**Clock distribution**

Bar = 20 um.
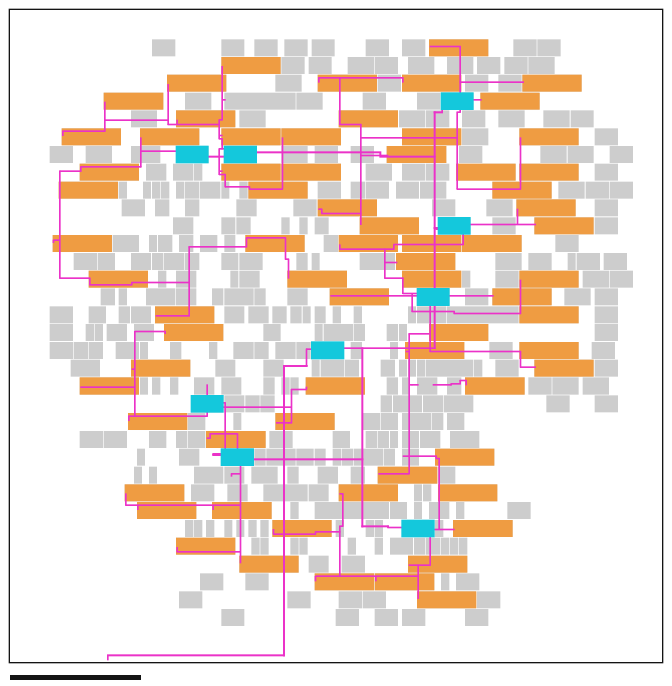
**Placement by cell class**

Fill, decap, tap and diode cells in gray.
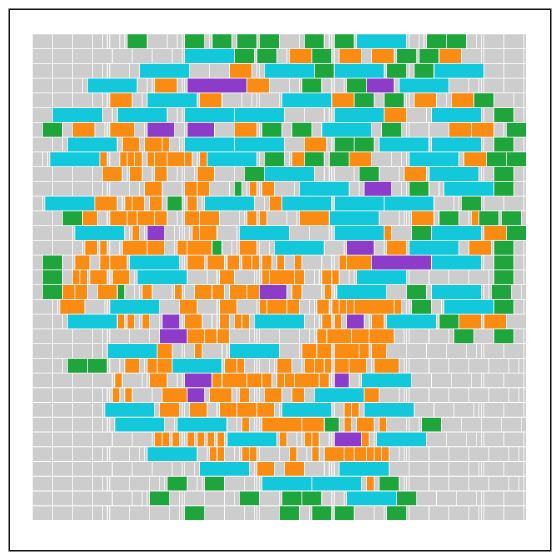
**Signal wires by layer**

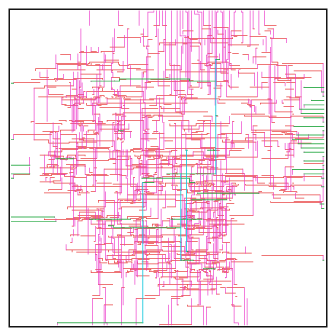
**Pin map**

Pins as bars across the die edge, other pins in gray.
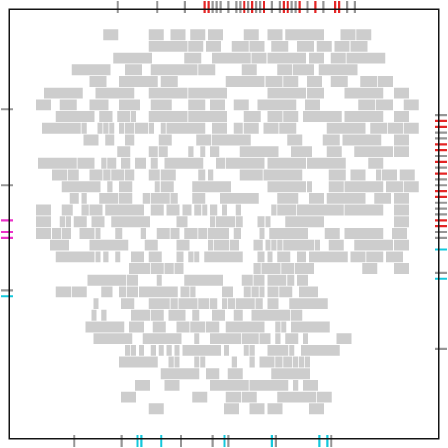
**Cell placement**

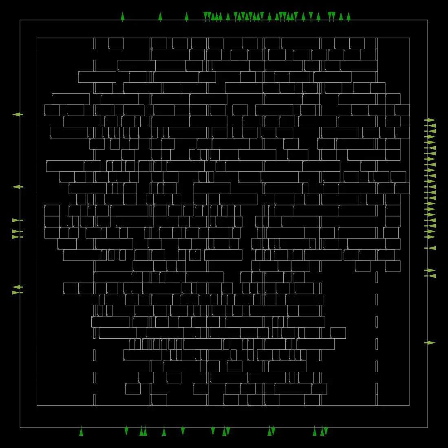
===== src/rtl/lector_mascara.sv =====
// Mask coefficient reader: fetches N*N consecutive words from memory starting
// at a latched base address and streams them out with a row-major index.
module lector_mascara #(
  parameter int BITS_DATO_MEM      = 21,
  parameter int BITS_DIRECCION_MEM = 10,
  parameter int BITS_MASCARA       = 3
) (
  input  logic                          clk,
  input  logic                          reset,
  input  logic                          iniciar,
  input  logic [BITS_DIRECCION_MEM-1:0] direccion_base,
  input  logic [BITS_MASCARA-1:0]       tamano_mascara,
  output logic                          leer_mem,
  output logic [BITS_DIRECCION_MEM-1:0] direccion_mem,
  input  logic [BITS_DATO_MEM-1:0]      datos_mem,
  output logic [BITS_DATO_MEM-1:0]      coeficiente,
  output logic [5:0]                    indice_coeficiente,
  output logic                          coeficiente_valido,
  output logic                          ocupado,
  output logic                          listo
);

  typedef enum logic [1:0] {REPOSO, LEYENDO, ESPERA} estado_t;

  estado_t                       estado;
  logic [BITS_DIRECCION_MEM-1:0] base;
  logic [5:0]                    total, cnt_lect, cnt_coef;
  logic                          dato_vld;   // datos_mem carries a live read this cycle
  logic [5:0]                    n6, total_nuevo;

  assign n6          = 6'(tamano_mascara);
  assign total_nuevo = n6 * n6;

  // Busy spans the read, memory-latency and output-register stages.
  assign ocupado = leer_mem | dato_vld | coeficiente_valido;

  always_ff @(posedge clk or posedge reset) begin
    if (reset) begin
      estado             <= REPOSO;
      base               <= '0;
      total              <= '0;
      cnt_lect           <= '0;
      cnt_coef           <= '0;
      dato_vld           <= 1'b0;
      leer_mem           <= 1'b0;
      direccion_mem      <= '0;
      coeficiente        <= '0;
      indice_coeficiente <= '0;
      coeficiente_valido <= 1'b0;
      listo              <= 1'b0;
    end else begin
      dato_vld           <= leer_mem;
      coeficiente_valido <= 1'b0;
      listo              <= 1'b0;

      if (dato_vld && !iniciar) begin
        coeficiente        <= datos_mem;
        indice_coeficiente <= cnt_coef;
        coeficiente_valido <= 1'b1;
        listo              <= (cnt_coef == total - 6'd1);
        cnt_coef           <= cnt_coef + 6'd1;
      end

      if (iniciar) begin
        // A start in any state restarts; in-flight data is dropped.
        dato_vld <= 1'b0;
        cnt_coef <= '0;
        if (tamano_mascara != '0) begin
          base          <= direccion_base;
          total         <= total_nuevo;
          direccion_mem <= direccion_base;
          leer_mem      <= 1'b1;
          cnt_lect      <= 6'd1;
          estado        <= LEYENDO;
        end else begin
          leer_mem <= 1'b0;
          estado   <= REPOSO;
        end
      end else begin
        case (estado)
          REPOSO: leer_mem <= 1'b0;
          LEYENDO: begin
            if (cnt_lect == total) begin
              leer_mem <= 1'b0;
              estado   <= ESPERA;
            end else begin
              leer_mem      <= 1'b1;
              direccion_mem <= base + BITS_DIRECCION_MEM'(cnt_lect);
              cnt_lect      <= cnt_lect + 6'd1;
            end
          end
          ESPERA: if (listo) estado <= REPOSO;
          default: estado <= REPOSO;
        endcase
      end
    end
  end

endmodule


===== config.mk =====
export PLATFORM = sky130hd
export DESIGN_NAME = lector_mascara
export DESIGN_NICKNAME = d
export VERILOG_FILES = /design/src/rtl/lector_mascara.sv
export SDC_FILE = /design/constraint.sdc
export NUM_CORES = 1
export LEC_CHECK = 0
export ABC_AREA = 0
export CAP_MARGIN = 20
export CORE_MARGIN = 4
export CORE_UTILIZATION = 40
export CTS_BUF_LIST = sky130_fd_sc_hd__clkbuf_4 sky130_fd_sc_hd__clkbuf_8
export CTS_CLUSTER_SIZE = 12
export DETAILED_ROUTE_END_ITERATION = 16
export HOLD_SLACK_MARGIN = 0.1
export PLACE_DENSITY = 0.72
export RECOVER_POWER = 50
export SLEW_MARGIN = 15
export SYNTH_ARGS = -nofsm -noshare
export SYNTH_HDL_FRONTEND = slang
export SYNTH_SLANG_ARGS = --single-unit

===== constraint.sdc =====
create_clock -name clk -period 4.8 [get_ports clk]
set_clock_uncertainty 0.15 [all_clocks]
set_input_delay 1.2 -clock clk [delete_from_list [all_inputs] [get_ports clk]]
set_output_delay 1.2 -clock clk [all_outputs]
set_load 0.01 [all_outputs]

==> Table 3: Implementation characteristics <==
Physical design parameters

Parameter                              Value

Run
  Count of maximum capacitance violations .................. 1
  Log Warnings .................. 26

Clock tree
  Maximum number of buffers from clock root to sink .................. 2
  Clock tree root driver cell .................. sky130_fd_sc_hd__clkbuf_8
  Number of cells upsized or downsized after cts .................. 0
  Post-CTS clock slew at the launch and capture registers of the worst setup and hold paths .................. 0.08 ns
  TritonCTS buffer count .................. 9
  Clock sink count .................. 70
  TritonCTS clock tree .................. done
  Number of buffers inserted by hold repair at cts .................. 0
  Number of H-tree branching levels .................. 3

Synthesis
  Adder and majority cell fraction of the synthesized area .................. 4.325%
  Largest area contributor in the netlist .................. sky130_fd_sc_hd__dfrtp_1
  Share of Yosys cell area claimed by the top area cell type .................. 52.20%
  Simple-gate share of the synthesized area .................. 14.17%
  Synthesized chip area reported by yosys .................. 0.003356 sq mm
  Combined area of all synthesized cells .................. 0.003356 sq mm
  Comb area leader .................. simple AND/OR/NAND/NOR gates
  Synth area leaders .................. sky130_fd_sc_hd__dfrtp_1 52%, sky130_fd_sc_hd__mux2_2 5.7%, sky130_fd_sc_hd__nand2_1 4.9%
  Number of nets in the synthesized netlist .................. 346
  Post-synth EDFFs .................. 0
  Number of standard cells after synthesis .................. 298
  Predominant post-synthesis flop cell .................. sky130_fd_sc_hd__dfrtp_1
  Fraction of synthesized area in multiplexers .................. 11.00%
  Yosys warnings .................. 0
  Synth Area in Compound Gates .................. 9.769%
  Number of synthesized register bits .................. 70
  Sequential element share of the synthesized area .................. 52.20%
  Distinct lib cells .................. 52
  Yosys stat cell total .................. 298
  Share of flip-flops with an asynchronous set or reset .................. 100.0%
  Mean instance size in the synthesized netlist .................. 11.26 sq um

Pwr
  Total power .................. 1.870 mW
  Leak Pwr .................. 2.005 nW
  Worst VDD drop .................. 0.1738 mV
  Pwr per Cell Area .................. 420.3 mW/mm^2

Drt
  DRT Pass-1 Iters .................. 4
  Violation tally from detailed-route iteration zero .................. 94
  Post-DR vias/cell .................. 5.147
  Vias .................. 2522
  Number of remaining DRC errors .................. 0
  Number of nets with antenna violations after routing .................. 0

Floorplan
  I/O pin count .................. 78
  Pre-placement core utilization .................. 41.05%
  Well-tap cell count .................. 105
  Area of the die .................. 0.009919 sq mm

Setup path
  Crit end category .................. register
  Worst reg2reg path depth .................. 7
  Worst-case register-to-register setup slack .................. 2.46 ns
  Top Family by Delay on Critical Path .................. buffers and inverters
  Slowest stage delay, CP .................. 0.80 ns
  Origin of the critical flop-to-flop path .................. cnt_lect[0]
  Most common cell type on the critical path .................. sky130_fd_sc_hd__clkbuf_1
  Worst EP required .................. 4.85 ns
  Capture point of the critical path .................. cnt_lect[5]
  Crit path arrival time .................. 3.75 ns
  Worst setup startpoint .................. iniciar
  Top fanout value on the critical path .................. 23
  Kind of start point of the critical path .................. primary input
  Sum of buffers and inverters on the critical path .................. 3
  Critical path, cell by cell .................. dlygate4sd3_1 -> clkbuf_1 -> o31ai_1 -> clkbuf_1 -> nand2_1 -> nand4_1 -> xor2_1 -> nor2_1
  Crit Path Class .................. in -> reg

Status
  Violations in the final reports .................. capacitance limit, slew limit
  Outcome .................. complete, but fails checks

STA
  Minimum period implied by the final worst setup slack .................. 3.696 ns
  Endpoints failing setup .................. 0
  Unrepaired setup endpoints after global routing .................. no
  Worst-Margin Slew .................. 1.634 ns
  Setup WS post-layout .................. 1.104 ns
  Smallest hold slack .................. 0.3334 ns
  Fin. max-slew vios .................. 46
  Cycle use final .................. 77.01%
  Setup TNS .................. 0 ns
  Count of final hold-check violations .................. 0
  Worst slew margin relative to its limit .................. -9.081%
  Top achievable clock speed .................. 0.2705 GHz

Final layout
  Flop share of the area .................. 39.37%
  Number of antenna cells inserted .................. 0
  Final cell area excluding filler cells .................. 0.004449 sq mm
  Area growth from synthesis to final layout .................. 32.59%
  Proportion of final cell area spent on non-clock buffers .................. 17.94%
  Fraction of final layout cells sized beyond drive strength 1 .................. 11.43%
  Count of inverters other than clock inverters in the layout .................. 8
  Count of clock-net buffers in the final layout .................. 9
  Final instance count without filler cells .................. 490
  Clock distribution area overhead in the final layout .................. 5.090%
  Number of nets in the final layout .................. 428
  Non-CTS buffers .................. 82
  Top library cells by usage in the layout, fill and taps aside .................. 70 x sky130_fd_sc_hd__dfrtp_1, 49 x sky130_fd_sc_hd__clkdlybuf4s50_1, 44 x sky130_fd_sc_hd__nand2_1
  Multi-input combinational cell area .................. 0.001511 sq mm
  Leading cell kind .................. flip-flops and latches
  Fraction of standard cell area in multi-input logic .................. 33.97%
  Largest register by flop count .................. coeficiente

GRT
  First-pass GRT wire length .................. 12.63 mm
  GRT Residual Overflow .................. 0
  Initial antenna violation count .................. 0
  Number of global-route vias before repair .................. 2612
  Maximum number of pins on one net before global-route repair .................. 46

Hold path
  Worst hold path class .................. reg -> reg
  Worst Min Path Start .................. coeficiente[10]
  Worst hold stages .................. 1
  Hold-critical path endpoint .................. coeficiente[10]

Place
  Placement Setup Slack .................. 1.553 ns
  Post-detailed-placement cell area .................. 0.004248 sq mm
  HPWL reported at the end of detailed placement .................. 5.293 mm
## Picture notes: 'clock distribution'
[orange] flip-flops | count: 70
[magenta] clock wires | length: 927 um
[cyan] clock drivers | count: 9
routed clock nets: 10
portion of total power attributed to the clock network: 29.2%
Clock group: 0.546 mW
Insertion Delay late pin: 0.35 ns

## Picture notes: 'placement by cell class'
[cyan] sequential cells | cells: 70
[orange] combinational and other logic | cells: 217
[purple] clock drivers and dummy loads | cells: 16
[green] remaining buffers and delay cells | cells: 82
count of standard-cell rows: 33
final core utilization: 54.42%

## Picture notes: 'signal wires by layer'
[red] metal 1 | wire length: 3340 um
[cyan] metal 4 | wire length: 139 um
[magenta] metal 2 | wire length: 3450 um
[green] metal 3 | wire length: 355 um
Overall Global Routing Usage: 16.03%
average wire per standard cell: 14.87 um

## Picture notes: 'pin map'
[cyan] direccion_base | pins: 10 | direction: input | edge: 7 bottom, 2 right, 1 left
[magenta] tamano_mascara | pins: 3 | direction: input | edge: left
[red] datos_mem | pins: 21 | direction: input | edge: 11 top, 10 right
all pins by edge: 31 top, 26 right, 14 bottom, 7 left
IO buf count: 77
Die Y-Extent: 99.60 um
die x size: 99.60 um

## Picture notes: 'cell placement'
CORE AREA: 0.008175 sq mm
sequential cell count: 70
count of fill cells added during filler insertion: 737

[synth_stat cells, types with 2 or more instances]
master and count:
sky130_fd_sc_hd__a21oi_1 7, sky130_fd_sc_hd__nand3_1 2, sky130_fd_sc_hd__nor3b_1 2, sky130_fd_sc_hd__xnor2_1 11, sky130_fd_sc_hd__a21o_1 2, sky130_fd_sc_hd__nand4_1 5, sky130_fd_sc_hd__nor2b_1 5, sky130_fd_sc_hd__mux2_2 17
sky130_fd_sc_hd__buf_2 8, sky130_fd_sc_hd__o22ai_1 4, sky130_fd_sc_hd__o21ai_0 7, sky130_fd_sc_hd__a22o_1 2, sky130_fd_sc_hd__mux2_1 10, sky130_fd_sc_hd__mux2i_1 5, sky130_fd_sc_hd__inv_1 7, sky130_fd_sc_hd__nor2_1 18
sky130_fd_sc_hd__dfrtp_1 70, sky130_fd_sc_hd__and2_1 4, sky130_fd_sc_hd__a221o_1 2, sky130_fd_sc_hd__nand2b_1 3, sky130_fd_sc_hd__or3_1 2, sky130_fd_sc_hd__clkbuf_1 2, sky130_fd_sc_hd__xor2_1 12, sky130_fd_sc_hd__nand2_1 44
sky130_fd_sc_hd__nor3_1 7, sky130_fd_sc_hd__a211oi_1 4, sky130_fd_sc_hd__a211oi_2 2, sky130_fd_sc_hd__ha_1 10
[power by group]
part | switching (mW) | internal (mW) | total (mW)
combinational | 0.243 | 0.293 | 0.537
clock | 0.247 | 0.299 | 0.546
sequential | 0.0866 | 0.700 | 0.787
[per-layer routing]
metal | wire length, um | track usage [%] | vias to the layer above
li1 | - | - | 1210
met1 | 3341 | 22.24 | 1237
met2 | 3451 | 24.48 | 63
met3 | 354 | 3.857 | 12
met4 | 139 | 5.882 | 0
met5 | 0 | 0 | -
No activity file was given, so power comes from the tool's default toggle rates.
